`src/rtl/dbus_lsu.sv`:
```
// Load/store unit between execute and the data bus: one operation in flight,
// lane-aligned store data/strobes, extended load writeback, misalign/size/timeout faults.
//
//   state  | meaning
//   IDLE   | req_ready high, waiting for an operation
//   BUS    | bus request held stable until dresp_data_ok or timeout
//   RESP   | retire: done, plus wb_valid for an uncancelled load
//   EXC    | retire with exception (code/address from latched operation)
module dbus_lsu #(
    parameter int XLEN    = 64,
    parameter int AW      = 64,
    parameter int TIMEOUT = 0
) (
    input  logic              clk,
    input  logic              rst,
    input  logic              req_valid,
    output logic              req_ready,
    input  logic              req_store,
    input  logic [2:0]        req_funct3,
    input  logic [AW-1:0]     req_addr,
    input  logic [XLEN-1:0]   req_wdata,
    input  logic [4:0]        req_rd,
    input  logic              flush,
    output logic              dreq_valid,
    output logic [AW-1:0]     dreq_addr,
    output logic [2:0]        dreq_size,
    output logic [XLEN/8-1:0] dreq_strobe,
    output logic [XLEN-1:0]   dreq_data,
    input  logic              dresp_data_ok,
    input  logic [XLEN-1:0]   dresp_data,
    output logic              wb_valid,
    output logic [4:0]        wb_rd,
    output logic [XLEN-1:0]   wb_data,
    output logic              done,
    output logic              exc_valid,
    output logic [1:0]        exc_code,
    output logic [AW-1:0]     exc_addr
);
    localparam int SW = XLEN / 8;
    localparam int OW = $clog2(SW);
    localparam int CW = (TIMEOUT > 1) ? $clog2(TIMEOUT + 1) : 1;

    localparam logic [1:0] S_IDLE = 2'd0;
    localparam logic [1:0] S_BUS  = 2'd1;
    localparam logic [1:0] S_RESP = 2'd2;
    localparam logic [1:0] S_EXC  = 2'd3;

    logic [1:0]      r_state;
    logic            r_store;
    logic            r_cancel;
    logic [2:0]      r_funct3;
    logic [AW-1:0]   r_addr;
    logic [4:0]      r_rd;
    logic [SW-1:0]   r_strobe;
    logic [XLEN-1:0] r_sdata;
    logic [XLEN-1:0] r_wb_data;
    logic [1:0]      r_exc_code;
    logic [CW-1:0]   r_cnt;

    logic            w_bus;
    logic            w_illegal;
    logic            w_misaligned;
    logic            w_expire;
    logic [1:0]      w_size;
    logic [OW-1:0]   w_off;
    logic [OW-1:0]   w_roff;
    logic [SW-1:0]   w_base;
    logic [SW-1:0]   w_strobe;
    logic [XLEN-1:0] w_sdata;
    logic [XLEN-1:0] w_shifted;
    logic [XLEN-1:0] w_keep;
    logic [XLEN-1:0] w_ext;
    logic            w_sign;
    logic            w_fill;

    assign w_bus    = (r_state == S_BUS);
    assign w_size   = req_funct3[1:0];
    assign w_off    = req_addr[OW-1:0];
    assign w_roff   = r_addr[OW-1:0];

    assign w_illegal = (req_store && req_funct3[2]) || (req_funct3 == 3'b111)
                     || ((XLEN == 32) && ((w_size == 2'd3) || (req_funct3 == 3'b110)));

    always_comb begin
        w_misaligned = 1'b0;
        w_base       = SW'(8'h01);
        case (w_size)
            2'd0: begin
                w_misaligned = 1'b0;
                w_base       = SW'(8'h01);
            end
            2'd1: begin
                w_misaligned = req_addr[0];
                w_base       = SW'(8'h03);
            end
            2'd2: begin
                w_misaligned = |req_addr[1:0];
                w_base       = SW'(8'h0F);
            end
            default: begin
                w_misaligned = |req_addr[2:0];
                w_base       = SW'(8'hFF);
            end
        endcase
    end

    assign w_strobe  = w_base << w_off;
    assign w_sdata   = req_wdata << {w_off, 3'b000};
    assign w_shifted = dresp_data >> {w_roff, 3'b000};

    // Keep the low 2^size bytes, fill the rest with the sign bit or zero.
    always_comb begin
        w_sign = w_shifted[XLEN-1];
        w_keep = '1;
        case (r_funct3[1:0])
            2'd0: begin
                w_sign = w_shifted[7];
                w_keep = XLEN'(8'hFF);
            end
            2'd1: begin
                w_sign = w_shifted[15];
                w_keep = XLEN'(16'hFFFF);
            end
            2'd2: begin
                w_sign = w_shifted[31];
                w_keep = XLEN'(32'hFFFF_FFFF);
            end
            default: ;
        endcase
        w_fill = w_sign & ~r_funct3[2];
        w_ext  = (w_shifted & w_keep) | ({XLEN{w_fill}} & ~w_keep);
    end

    // Expiry is decided in the last waiting cycle so the bus sees exactly TIMEOUT cycles.
    assign w_expire = (TIMEOUT != 0) && (r_cnt == CW'(TIMEOUT - 1));

    always_ff @(posedge clk or posedge rst) begin
        if (rst) begin
            r_state    <= S_IDLE;
            r_store    <= 1'b0;
            r_cancel   <= 1'b0;
            r_funct3   <= '0;
            r_addr     <= '0;
            r_rd       <= '0;
            r_strobe   <= '0;
            r_sdata    <= '0;
            r_wb_data  <= '0;
            r_exc_code <= '0;
            r_cnt      <= '0;
        end else begin
            case (r_state)
                S_IDLE: begin
                    if (req_valid) begin
                        r_store  <= req_store;
                        r_funct3 <= req_funct3;
                        r_addr   <= req_addr;
                        r_rd     <= req_rd;
                        r_strobe <= req_store ? w_strobe : '0;
                        r_sdata  <= req_store ? w_sdata : '0;
                        r_cancel <= flush;
                        r_cnt    <= '0;
                        if (w_illegal) begin
                            r_exc_code <= 2'd2;
                            r_state    <= S_EXC;
                        end else if (w_misaligned) begin
                            r_exc_code <= 2'd1;
                            r_state    <= S_EXC;
                        end else begin
                            r_state <= S_BUS;
                        end
                    end
                end
                S_BUS: begin
                    if (flush) begin
                        r_cancel <= 1'b1;
                    end
                    if (dresp_data_ok) begin
                        if (!r_store) begin
                            r_wb_data <= w_ext;
                        end
                        r_state <= S_RESP;
                    end else if (w_expire) begin
                        r_exc_code <= 2'd3;
                        r_state    <= S_EXC;
                    end else if (r_cnt != CW'(TIMEOUT)) begin
                        r_cnt <= r_cnt + CW'(1);
                    end
                end
                default: r_state <= S_IDLE;
            endcase
        end
    end

    assign req_ready   = (r_state == S_IDLE);
    assign dreq_valid  = w_bus;
    assign dreq_addr   = w_bus ? r_addr : '0;
    assign dreq_size   = w_bus ? {1'b0, r_funct3[1:0]} : 3'd0;
    assign dreq_strobe = w_bus ? r_strobe : '0;
    assign dreq_data   = w_bus ? r_sdata : '0;

    assign wb_valid  = (r_state == S_RESP) && !r_store && !r_cancel;
    assign wb_rd     = wb_valid ? r_rd : 5'd0;
    assign wb_data   = r_wb_data;
    assign done      = (r_state == S_RESP) || (r_state == S_EXC);
    assign exc_valid = (r_state == S_EXC);
    assign exc_code  = exc_valid ? r_exc_code : 2'd0;
    assign exc_addr  = exc_valid ? r_addr : '0;
endmodule

```
`config.mk`:
```
export PLATFORM = sky130hd
export DESIGN_NAME = dbus_lsu
export DESIGN_NICKNAME = d
export VERILOG_FILES = /design/src/rtl/dbus_lsu.sv
export SDC_FILE = /design/constraint.sdc
export NUM_CORES = 1
export LEC_CHECK = 0
export CELL_PAD_IN_SITES_DETAIL_PLACEMENT = 1
export CELL_PAD_IN_SITES_GLOBAL_PLACEMENT = 1
export CORE_MARGIN = 2
export CORE_UTILIZATION = 36
export CTS_CLUSTER_SIZE = 10
export DETAILED_ROUTE_END_ITERATION = 16
export PLACE_DENSITY_LB_ADDON = 0.1
export SKIP_CTS_REPAIR_TIMING = 1
export SLEW_MARGIN = 20
export SYNTH_ARGS = -nofsm -noshare
export SYNTH_HDL_FRONTEND = slang
export SYNTH_SLANG_ARGS = --single-unit
```
`constraint.sdc`:
```
create_clock -name clk -period 18.2 [get_ports clk]
set_input_delay 3.64 -clock clk [delete_from_list [all_inputs] [get_ports clk]]
set_output_delay 3.64 -clock clk [all_outputs]
set_load 0.02 [all_outputs]
```
Figure 1. PDN straps and rails.
The bar under the picture is 50 um long. Pins as bars on the die edge. Tap cells in gray.
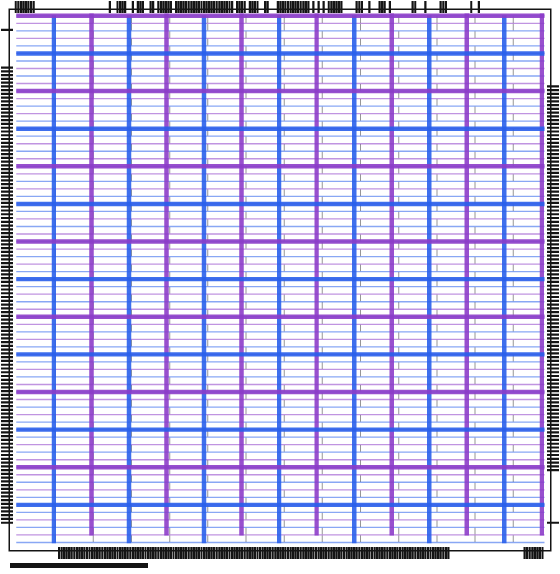
| color | net |
|---|---|
| purple | VDD |
| blue | VSS |
signal pins: 485
met5 straps: 14
VDD IR max: 0.0821 mV
core footprint: 0.0363 sq mm

Figure 2. Placement by cell class.
The bar under the picture is 50 um long.
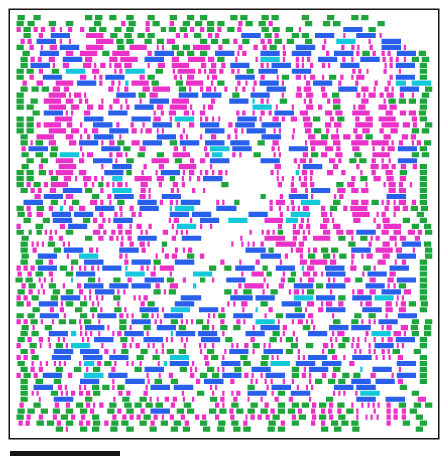
| color | class | cells | share of their area |
|---|---|---|---|
| blue | registers | 214 | 29% |
| magenta | remaining logic cells | 1134 | 40% |
| green | remaining buffers and delay cells | 497 | 27% |
| cyan | clock drivers and dummy loads | 47 | 4.5% |
sequential share of cell area: 28.2%
row count: 70
Final Util: 52.3%
Layout Cell Area excl Fill: 0.0190 sq mm

==> flow_summary_export.csv <==
group,metric,value,unit
placed_design,placed_area,0.0182,sq mm
finish,nFillCells,4153,
global_routing,grtUsageMet2,45.5,%
worst_setup_path,crit_path_start,"r_state[0]",
synthesis,logic_family,"simple AND/OR/NAND/NOR gates",
synthesis,ys_warn_count,0,
synthesis,ys_sh_xor,0,%
finish,drive_gt1_share,7.24,%
global_routing,global_route.overflow_total,0,
synthesis,syn_nets,1687,
final_timing,relSlewSlack,30.4,%
power_and_ir_drop,pwr-share-comb,51.9,%
clocking,clkTransAtPathRegs,0.05,ns
finish,regArea,0.00536,sq mm
detailed_routing,vias_per_cell,5.50,
finish,signal_buffers,497,
synthesis,yosysSeqAreaShare,40.7,%
die,chipArea,0.0381,sq mm
synthesis,ys_chip_area,0.0132,sq mm
synthesis,numSynthFlops,214,
outcome,status,"finished, final reports clean",
finish,num-multi-input-gates,1116,
worst_setup_path,cp.arrival,3.32,ns
detailed_routing,wl,53800,um
Figure 3. Clock wires, drivers and flops.
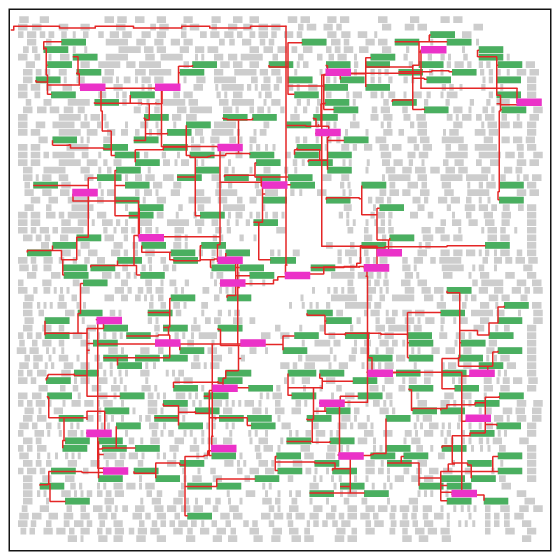
[green] flip-flops | count: 214
[red] clock wires | length: 3310 um
[magenta] clock-net drivers | count: 28
routed clock nets: 29
flops lie: all over the die
Clock Power Share: 17.8%
Final Skew: 0.0142 ns
clk_lat worst skew: 0.55 ns
Clk. pwr: 0.510 mW

## state kept, by name (all words and copies together), names as in the netlist
| register | cells |
|---|---|
| r_addr | 64 |
| r_sdata | 64 |
| wb_data | 64 |
| r_strobe | 8 |
| r_rd | 5 |
| r_funct3 | 3 |
| r_exc_code | 2 |
| r_state | 2 |
| r_cancel | 1 |
| r_store | 1 |
## critical path, cell delays in order (launching register included)
cell and delay (ns):
dfrtp_4 0.88, nand2b_1 0.24, clkinv_2 0.09, buf_6 0.62
and2_1 0.29, clkdlybuf4s50_1 0.63
## Yosys cell counts, types with 2 or more instances
library cell	count	area (sq um)
nand2_1	371	1390
and3_1	67	419
o211ai_1	2	15.0
a222oi_1	7	70.1
inv_1	17	63.8
o22a_1	2	17.5
a221oi_1	14	123
o21a_1	16	120
mux2i_1	80	801
a211o_1	5	43.8
a211oi_1	25	188
nand3_1	4	20.0
a21oi_1	49	245
o21ai_1	10	50.1
nor3_1	5	25.0
a22o_1	22	193
o21ai_0	59	295
buf_6	6	67.6
clkbuf_1	93	349
nor2_1	78	293
o2bb2ai_1	2	17.5
o211a_1	2	20.0
mux2_2	17	191
o22ai_1	14	87.6
buf_1	9	33.8
and2_1	143	895
buf_4	3	22.5
nand3b_1	2	15.0
a31oi_1	7	43.8
a22oi_1	10	75.1
or3_1	3	18.8
mux4_2	46	1040
nand2b_1	12	75.1
nor2b_1	11	68.8
buf_2	22	110
dfrtp_1	214	5360
a2bb2oi_1	2	17.5
a21o_1	5	37.5
o221ai_1	8	70.1
## cell families (layout without fill, tap and decap cells)
group           count (synthesis)  after routing
simple gates                  706            706
compound gates                266            266
flops                         214            214
buf+inv                       151            562
mux                           143            143
other cells                     1              7
No activity file was given, so power comes from the tool's default toggle rates.
